[src/rtl/imem_loader_if.sv]
// Byte-stream and instruction-memory write bundle for the serial instruction loader.
// The stream source uses the master side and the loader uses the slave side.
interface imem_loader_if;
    logic        Start;
    logic [7:0]  ByteIn;
    logic        ByteValid;
    logic        ByteReady;
    logic        WrEn;
    logic [31:0] WrAddr;
    logic [31:0] WrData;
    logic        Busy;
    logic        Done;
    logic        Error;
    logic        CpuHold;

    modport master (
        output Start, ByteIn, ByteValid,
        input  ByteReady, WrEn, WrAddr, WrData, Busy, Done, Error, CpuHold
    );

    modport slave (
        input  Start, ByteIn, ByteValid,
        output ByteReady, WrEn, WrAddr, WrData, Busy, Done, Error, CpuHold
    );
endinterface

[src/rtl/imem_loader.sv]
// Serial instruction loader: parses a length-prefixed, checksummed byte stream into
// big-endian words written to instruction memory, holding the CPU until a good load.
module imem_loader #(
    parameter logic [31:0] BASE_ADDR = 32'h0000_0100,
    parameter int unsigned MAX_WORDS = 192
) (
    input  logic          Clk,
    input  logic          Rst_n,
    imem_loader_if.slave  bus
);

    typedef enum logic [2:0] {
        IDLE   = 3'd0,
        LEN_HI = 3'd1,
        LEN_LO = 3'd2,
        DATA   = 3'd3,
        CHECK  = 3'd4,
        DONE   = 3'd5,
        ERR    = 3'd6
    } state_t;

    localparam logic [15:0] MAX_WORDS_W = 16'(MAX_WORDS);

    function automatic logic [7:0] csum_add(input logic [7:0] acc, input logic [7:0] b);
        csum_add = acc + b;
    endfunction

    state_t      state_q, state_d;
    logic [15:0] len_q, len_d;
    logic [15:0] word_idx_q, word_idx_d;
    logic [1:0]  byte_cnt_q, byte_cnt_d;
    logic [23:0] shift_q, shift_d;
    logic [7:0]  csum_q, csum_d;
    logic        wr_en_q, wr_en_d;
    logic [31:0] wr_addr_q, wr_addr_d;
    logic [31:0] wr_data_q, wr_data_d;
    logic        byte_ready_q, byte_ready_d;
    logic        busy_q, busy_d;
    logic        done_q, done_d;
    logic        error_q, error_d;
    logic        cpu_hold_q, cpu_hold_d;

    logic        accept_s;
    logic        start_s;
    logic [15:0] len_s;
    logic        last_word_s;

    assign accept_s    = bus.ByteValid & byte_ready_q;
    assign start_s     = bus.Start & ((state_q == IDLE) | (state_q == DONE) | (state_q == ERR));
    assign len_s       = {len_q[15:8], bus.ByteIn};
    assign last_word_s = (byte_cnt_q == 2'd3) & (word_idx_q == (len_q - 16'd1));

    // State and datapath registers; reset drops any partial word and parks in IDLE.
    always_ff @(posedge Clk or negedge Rst_n) begin
        if (!Rst_n) begin
            state_q      <= IDLE;
            len_q        <= 16'd0;
            word_idx_q   <= 16'd0;
            byte_cnt_q   <= 2'd0;
            shift_q      <= 24'd0;
            csum_q       <= 8'd0;
            wr_en_q      <= 1'b0;
            wr_addr_q    <= BASE_ADDR;
            wr_data_q    <= 32'd0;
            byte_ready_q <= 1'b0;
            busy_q       <= 1'b0;
            done_q       <= 1'b0;
            error_q      <= 1'b0;
            cpu_hold_q   <= 1'b1;
        end else begin
            state_q      <= state_d;
            len_q        <= len_d;
            word_idx_q   <= word_idx_d;
            byte_cnt_q   <= byte_cnt_d;
            shift_q      <= shift_d;
            csum_q       <= csum_d;
            wr_en_q      <= wr_en_d;
            wr_addr_q    <= wr_addr_d;
            wr_data_q    <= wr_data_d;
            byte_ready_q <= byte_ready_d;
            busy_q       <= busy_d;
            done_q       <= done_d;
            error_q      <= error_d;
            cpu_hold_q   <= cpu_hold_d;
        end
    end

    // Next-state logic; Start is only honoured outside an active session.
    always_comb begin
        state_d = state_q;
        case (state_q)
            IDLE, DONE, ERR: begin
                if (bus.Start) state_d = LEN_HI;
                else           state_d = state_q;
            end
            LEN_HI: begin
                if (accept_s) state_d = LEN_LO;
                else          state_d = LEN_HI;
            end
            LEN_LO: begin
                if (!accept_s)                state_d = LEN_LO;
                else if (len_s == 16'd0)      state_d = CHECK;
                else if (len_s > MAX_WORDS_W) state_d = ERR;
                else                          state_d = DATA;
            end
            DATA: begin
                if (accept_s && last_word_s) state_d = CHECK;
                else                         state_d = DATA;
            end
            CHECK: begin
                if (!accept_s)                  state_d = CHECK;
                else if (bus.ByteIn == csum_q)  state_d = DONE;
                else                            state_d = ERR;
            end
            default: state_d = IDLE;
        endcase
    end

    // Datapath and status; status flops follow state_d so they line up with state_q.
    always_comb begin
        len_d      = len_q;
        word_idx_d = word_idx_q;
        byte_cnt_d = byte_cnt_q;
        shift_d    = shift_q;
        csum_d     = csum_q;
        wr_en_d    = 1'b0;
        wr_addr_d  = wr_addr_q;
        wr_data_d  = wr_data_q;

        if (start_s) begin
            word_idx_d = 16'd0;
            byte_cnt_d = 2'd0;
            csum_d     = 8'd0;
        end else if (accept_s) begin
            case (state_q)
                LEN_HI: len_d = {bus.ByteIn, 8'h00};
                LEN_LO: len_d = len_s;
                DATA: begin
                    csum_d     = csum_add(csum_q, bus.ByteIn);
                    byte_cnt_d = byte_cnt_q + 2'd1;
                    shift_d    = {shift_q[15:0], bus.ByteIn};
                    if (byte_cnt_q == 2'd3) begin
                        wr_en_d    = 1'b1;
                        wr_addr_d  = BASE_ADDR + {14'd0, word_idx_q, 2'b00};
                        wr_data_d  = {shift_q, bus.ByteIn};
                        word_idx_d = word_idx_q + 16'd1;
                    end else begin
                        wr_en_d    = 1'b0;
                    end
                end
                default: len_d = len_q;
            endcase
        end else begin
            len_d = len_q;
        end

        byte_ready_d = (state_d == LEN_HI) | (state_d == LEN_LO) |
                       (state_d == DATA)   | (state_d == CHECK);
        busy_d       = byte_ready_d;
        done_d       = (state_d == DONE);
        error_d      = (state_d == ERR);
        cpu_hold_d   = (state_d != DONE);
    end

    assign bus.ByteReady = byte_ready_q;
    assign bus.Busy      = busy_q;
    assign bus.WrEn      = wr_en_q;
    assign bus.WrAddr    = wr_addr_q;
    assign bus.WrData    = wr_data_q;
    assign bus.Done      = done_q;
    assign bus.Error     = error_q;
    assign bus.CpuHold   = cpu_hold_q;

endmodule

[src/flat_wrapper.sv]
// flat-port wrapper written by rule: the top's interface ports become plain ports
module imem_loader_flat 
#(
    parameter logic [31:0] BASE_ADDR = 32'h0000_0100,
    parameter int unsigned MAX_WORDS = 192
)
  (Clk, Rst_n, bus_Start, bus_ByteIn, bus_ByteValid, bus_ByteReady, bus_WrEn, bus_WrAddr, bus_WrData, bus_Busy, bus_Done, bus_Error, bus_CpuHold);
  imem_loader_if bus_i ();
  input  logic Clk;
  input  logic Rst_n;
  input wire logic [$bits(bus_i.Start)-1:0] bus_Start;
  input wire logic [$bits(bus_i.ByteIn)-1:0] bus_ByteIn;
  input wire logic [$bits(bus_i.ByteValid)-1:0] bus_ByteValid;
  output wire logic [$bits(bus_i.ByteReady)-1:0] bus_ByteReady;
  output wire logic [$bits(bus_i.WrEn)-1:0] bus_WrEn;
  output wire logic [$bits(bus_i.WrAddr)-1:0] bus_WrAddr;
  output wire logic [$bits(bus_i.WrData)-1:0] bus_WrData;
  output wire logic [$bits(bus_i.Busy)-1:0] bus_Busy;
  output wire logic [$bits(bus_i.Done)-1:0] bus_Done;
  output wire logic [$bits(bus_i.Error)-1:0] bus_Error;
  output wire logic [$bits(bus_i.CpuHold)-1:0] bus_CpuHold;
  assign bus_i.Start = bus_Start;
  assign bus_i.ByteIn = bus_ByteIn;
  assign bus_i.ByteValid = bus_ByteValid;
  assign bus_ByteReady = bus_i.ByteReady;
  assign bus_WrEn = bus_i.WrEn;
  assign bus_WrAddr = bus_i.WrAddr;
  assign bus_WrData = bus_i.WrData;
  assign bus_Busy = bus_i.Busy;
  assign bus_Done = bus_i.Done;
  assign bus_Error = bus_i.Error;
  assign bus_CpuHold = bus_i.CpuHold;
  imem_loader #(.BASE_ADDR(BASE_ADDR), .MAX_WORDS(MAX_WORDS)) u_core (.Clk(Clk), .Rst_n(Rst_n), .bus(bus_i));
endmodule
[config.mk]
export PLATFORM = sky130hd
export DESIGN_NAME = imem_loader_flat
export DESIGN_NICKNAME = d
export VERILOG_FILES = /design/src/rtl/imem_loader_if.sv /design/src/rtl/imem_loader.sv /design/src/flat_wrapper.sv
export SDC_FILE = /design/constraint.sdc
export NUM_CORES = 1
export LEC_CHECK = 0
export CAP_MARGIN = 20
export CORE_MARGIN = 2
export CORE_UTILIZATION = 50
export CTS_CLUSTER_SIZE = 12
export DETAILED_ROUTE_END_ITERATION = 10
export PLACE_DENSITY_LB_ADDON = 0.08
export RECOVER_POWER = 50
export SETUP_SLACK_MARGIN = 0.15
export SLEW_MARGIN = 25
export SYNTH_ARGS = -nofsm -noshare
export SYNTH_HDL_FRONTEND = slang
export SYNTH_SLANG_ARGS = --single-unit
[constraint.sdc]
create_clock -name Clk -period 2.13 [get_ports Clk]
set_input_delay 0.213 -clock Clk [delete_from_list [all_inputs] [get_ports Clk]]
set_output_delay 0.213 -clock Clk [all_outputs]
set_load 0.01 [all_outputs]
### The metal 1 layer, run 1

The bar under the picture is 20 um long.
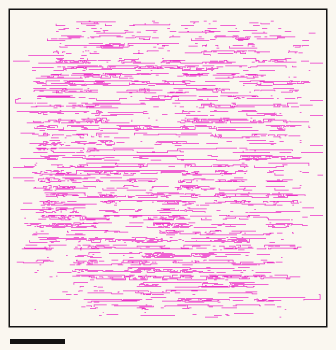
- share of all routed wire: 47%
- wire length on this layer: 6730 um
met1 Use GR: 0.318
via count: 5043
WL final: 14300 um

### Close-up of the layout, run 1

The bar under the picture is 20 um long. Region (33, 56) to (83, 106) um. Cells in grey, sequential cells in the stronger grey; small squares are vias.
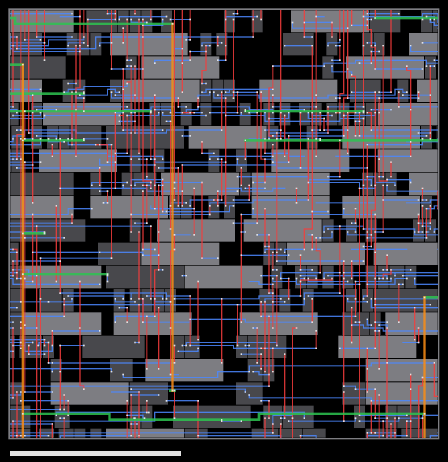
- green: metal 3
- red: metal 2
- blue: metal 1
- orange: metal 4
- sequential cells in the window: 36
- most frequent: nand2_1 (94), dfrtp_1 (36)
- cells with their middle in the window: 172
- netlist names of flops here include: `u_core.shift_q` (17), `u_core.bus.WrData` (11), `u_core.csum_q` (3)

==> results_dict.tcl, run 1 <==
# place-and-route summary
set metrics [dict create \
    clock_skew_ns 0.00643 \
    post_cts_buffers 0 \
    hold_violations 0 \
    power_frac_comb 0.359 \
    syn_inst 701 \
    end_kind "flip-flop" \
    p_seq_frac 0.332 \
    setup_ws_ns -0.216 \
    io_pins 82 \
    viasPerCell 5.17 \
    p_per_area_mw_per_mm2 1200 \
    postSynthAreaPerCell_um2 8.79 \
    grt_pass1_wl_um 23700 \
    setup_viol 7 \
    met2_wirelength_um 6720 \
    p_sw_mw 3.19 \
    top_area_frac 0.491 \
    yosys.area.top_type "dfrtp_1" \
    wl_per_cell_um 14.6 \
    warnings 29 \
    drive_gt1_frac 0.150 \
    gp_congestion 0.909 \
    path_class "flip-flop to flip-flop" \
    gr-total-overflow 0 \
    synth.area.top_cells "dfrtp_1 49%, nand2_1 16%, xnor2_1 3.4%, xor2_1 3.3%, ha_1 2.2%" \
    flop_cell "dfrtp_1" \
    clock_power_share 0.309 \
    clk_latency_ns 0.42 \
    status "finished with violations" \
    drc 0 \
    fp_util 0.513 \
    clk_pin_slew_ns 0.05 \
    max_cap_viol_count 0 \
    drt_iter0_drc 318 \
    ys_seq_share 0.500 \
    violations "negative setup slack" \
    p_int_mw 6.40 \
]
### Pin placement, run 1

The bar under the picture is 20 um long. Pins as bars across the die edge, other pins in grey.
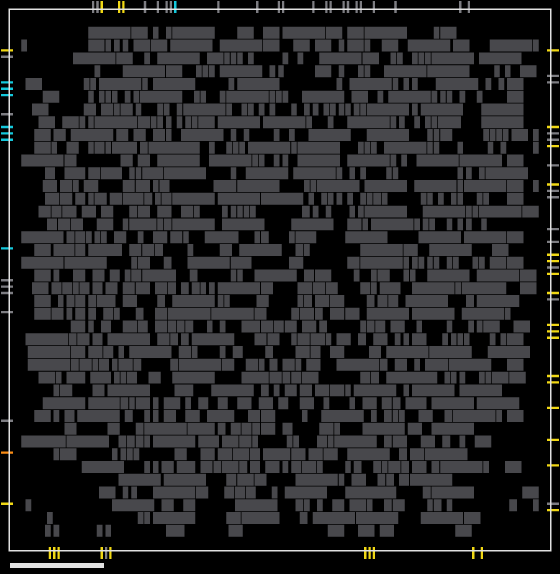
- cyan: `bus_ByteIn` (pins 8; direction input; edge 7 left, 1 top)
- yellow: `bus_WrAddr` (pins 32; direction output; edge 17 right, 10 bottom, 3 top, 2 left)
- orange: `bus_CpuHold` (pins 1; direction output; edge left)
Die X: 115 um
Die Span Y: 115 um
IO buf count: 66

run 1: worst max-delay path, stage by stage (launching register included):
cell and delay, ns:
dfrtp_1 0.37, or4_4 0.54, or4_4 0.45, nor2_4 0.12
o211ai_2 0.09, buf_4 0.14, o31a_1 0.27, nand2_1 0.11
mux2i_1 0.18
run 1: worst paths after layout:
check                                           from                    end  cells after the start
max in group asynchronous                      Rst_n        u_core.len_q[4]                      3
worst max register to register      u_core.len_q[10]   u_core.bus.ByteReady                      8
worst min-delay path                           Rst_n  u_core.bus.WrAddr[14]                      2
worst min register to register  u_core.bus.WrAddr[6]   u_core.bus.WrAddr[6]                      2
min in group Clk                u_core.bus.WrAddr[6]   u_core.bus.WrAddr[6]                      2
worst max-delay path                u_core.len_q[10]   u_core.bus.ByteReady                      8
run 1: area by class of cell:
class,count,area [um^2],area share
sequential,123,3080,0.385
tap,147,184,0.0230
timing repair buffer,136,1200,0.150
clock inverter,9,138,0.0172
clock buffer,23,478,0.0598
inverter,9,33.8,0.00423
multi-input combinational,528,2880,0.360
run 1: cells by family (layout without fill, tap and decap cells):
family	count (synthesis)	in the layout	share of synthesized area
AOI/OAI and AO/OA	70	70	0.0729
xor gates and xnor gates	49	49	0.0731
adders and majority gates	12	12	0.0256
buffers and inverters	64	177	0.0505
DFF	123	123	0.500
muxes	2	2	0.00325
other	1	15	0.000608
and+or+nand+nor	380	380	0.274
run 1: registers in the layout, indices dropped and copies added, names as in the netlist:
register,flops
u_core.shift_q,24
u_core.bus.WrEn,1
u_core.csum_q,8
u_core.bus.WrAddr,17
u_core.state_q,3
u_core.bus.Done,1
u_core.bus.ByteReady,1
u_core.len_q,16
u_core.byte_cnt_q,2
u_core.word_idx_q,16
u_core.bus.CpuHold,1
u_core.bus.Error,1
u_core.bus.WrData,32
--- run 2 (diff from run 1) ---
CTS_CLUSTER_DIAMETER = 150   (was not set)
### Close-up of the layout, run 2

The bar under the picture is 20 um long. Region (33, 56) to (83, 106) um. Cells in grey, sequential cells in the stronger grey; small squares are vias.
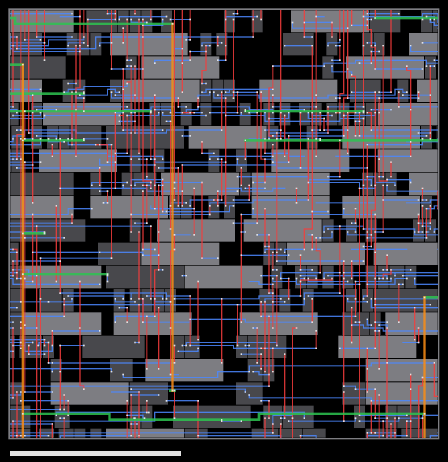
- orange: metal 4
- red: metal 2
- green: metal 3
- blue: metal 1
- sequential cells in the window: 36
- netlist names of flops here include: `u_core.shift_q` (17), `u_core.bus.WrData` (11), `u_core.csum_q` (3)
- most frequent: nand2_1 (94), dfrtp_1 (36)
- cells with their middle in the window: 172

==> results_dict.tcl, run 2 <==
# place-and-route summary
set metrics [dict create \
    status "finished with violations" \
    violations "negative setup slack" \
    yosys.area.top_type "dfrtp_1" \
    viasPerCell 5.17 \
    drt_iter0_drc 318 \
    critPathLaunch "u_core.len_q[10]" \
    setup_viol 7 \
    reg2reg_depth 8 \
    path_class "flip-flop to flip-flop" \
    io_pins 82 \
    ys_seq_share 0.500 \
    drive_gt1_frac 0.150 \
    crit_family "simple AND/OR/NAND/NOR gates" \
    r2r_end "u_core.bus.ByteReady" \
    crit_slowest_cell "or4_4" \
    met3_length_um 607 \
    placed_cells 940 \
    top_area_frac 0.491 \
    setup_ws_ns -0.216 \
    flop_cell "dfrtp_1" \
    grt_use_met1 0.318 \
    max_cap_viol_count 0 \
    p_int_mw 6.40 \
    clk_latency_ns 0.42 \
    drc 0 \
    fin_crit_ns 2.35 \
    largest_reg_flops 32 \
    crit_buf_inv 1 \
    syn_inst 701 \
    p_sw_mw 3.19 \
    wl_per_cell_um 14.6 \
    fp_util 0.513 \
    met2_wirelength_um 6720 \
    synth.area.top_cells "dfrtp_1 49%, nand2_1 16%, xnor2_1 3.4%, xor2_1 3.3%, ha_1 2.2%" \
    die_y_um 115 \
    cpMostUsedCell "or4_4" \
    warnings 29 \
    port_buffers 66 \
    die_w_um 115 \
    grt_pass1_wl_um 23700 \
    num_vias 5043 \
    end_kind "flip-flop" \
    crit_chain "or4_4 -> or4_4 -> nor2_4 -> o211ai_2 -> buf_4 -> o31a_1 -> nand2_1 -> mux2i_1" \
    p_seq_frac 0.332 \
    gp_congestion 0.909 \
    totalWireLength_um 14300 \
    p_per_area_mw_per_mm2 1200 \
    clock_power_share 0.309 \
    gr-total-overflow 0 \
    clock_skew_ns 0.00643 \
]
==> run 2: cell counts in the layout (fill, tap and decap cells not counted) <==
No cell type changed its count.
==> run 2: power groups by stage <==
| stage | clock (mW) | sequential, mW | combinational (mW) |
|---|---|---|---|
| 2_1_floorplan | 0 | 3.14 | 2.22 |
| 3_3_place_gp | 0 | 3.19 | 3.23 |
| 3_5_place_dp | 0 | 3.21 | 3.33 |
| 4_1_cts | 3.01 | 3.17 | 3.38 |
| 5_1_grt | 3.11 | 3.24 | 3.81 |
| 6_report | 2.97 | 3.18 | 3.45 |
==> run 2: worst max-delay path by stage <==
stage                                 to  slack, ns  cells after the start
finish              u_core.bus.ByteReady      -0.22                      8
floorplan               u_core.bus.Error      -0.15                      7
global route        u_core.bus.ByteReady      -0.32                      8
global placement        u_core.bus.Error      -0.24                      7
CTS                 u_core.bus.ByteReady      -0.24                      8
detailed placement  u_core.bus.ByteReady      -0.34                     10
==> run 2: final cells by class <==
| cell class | instances | area, um^2 |
|---|---|---|
| inverters | 9 | 33.8 |
| well taps | 147 | 184 |
| multi-input cells | 528 | 2880 |
| clock buffers | 23 | 478 |
| flip-flops and latches | 123 | 3080 |
| clock inverters | 9 | 138 |
| repair buffers | 136 | 1200 |
| fillers | 1017 | 4020 |
==> run 2: cell families after synthesis <==
family,Yosys count,share of synthesized area
AND-OR/OR-AND,70,0.0729
flip-flops,123,0.500
other,1,0.000608
AND/OR/NAND/NOR,380,0.274
multiplexers,2,0.00325
buffers and inverters,64,0.0505
XOR/XNOR,49,0.0731
adder cells (fa/ha/maj),12,0.0256
==> run 2: timing repair <==
action	4_1_cts	5_1_grt
pin swaps	4	6
endpoints found under the hold margin	30	0
gates cloned	0	0
gates resized	3	10
setup buffers	0	2
endpoints found under the setup margin	9	22
hold buffers	1	0
Power and IR drop assume default switching activity.
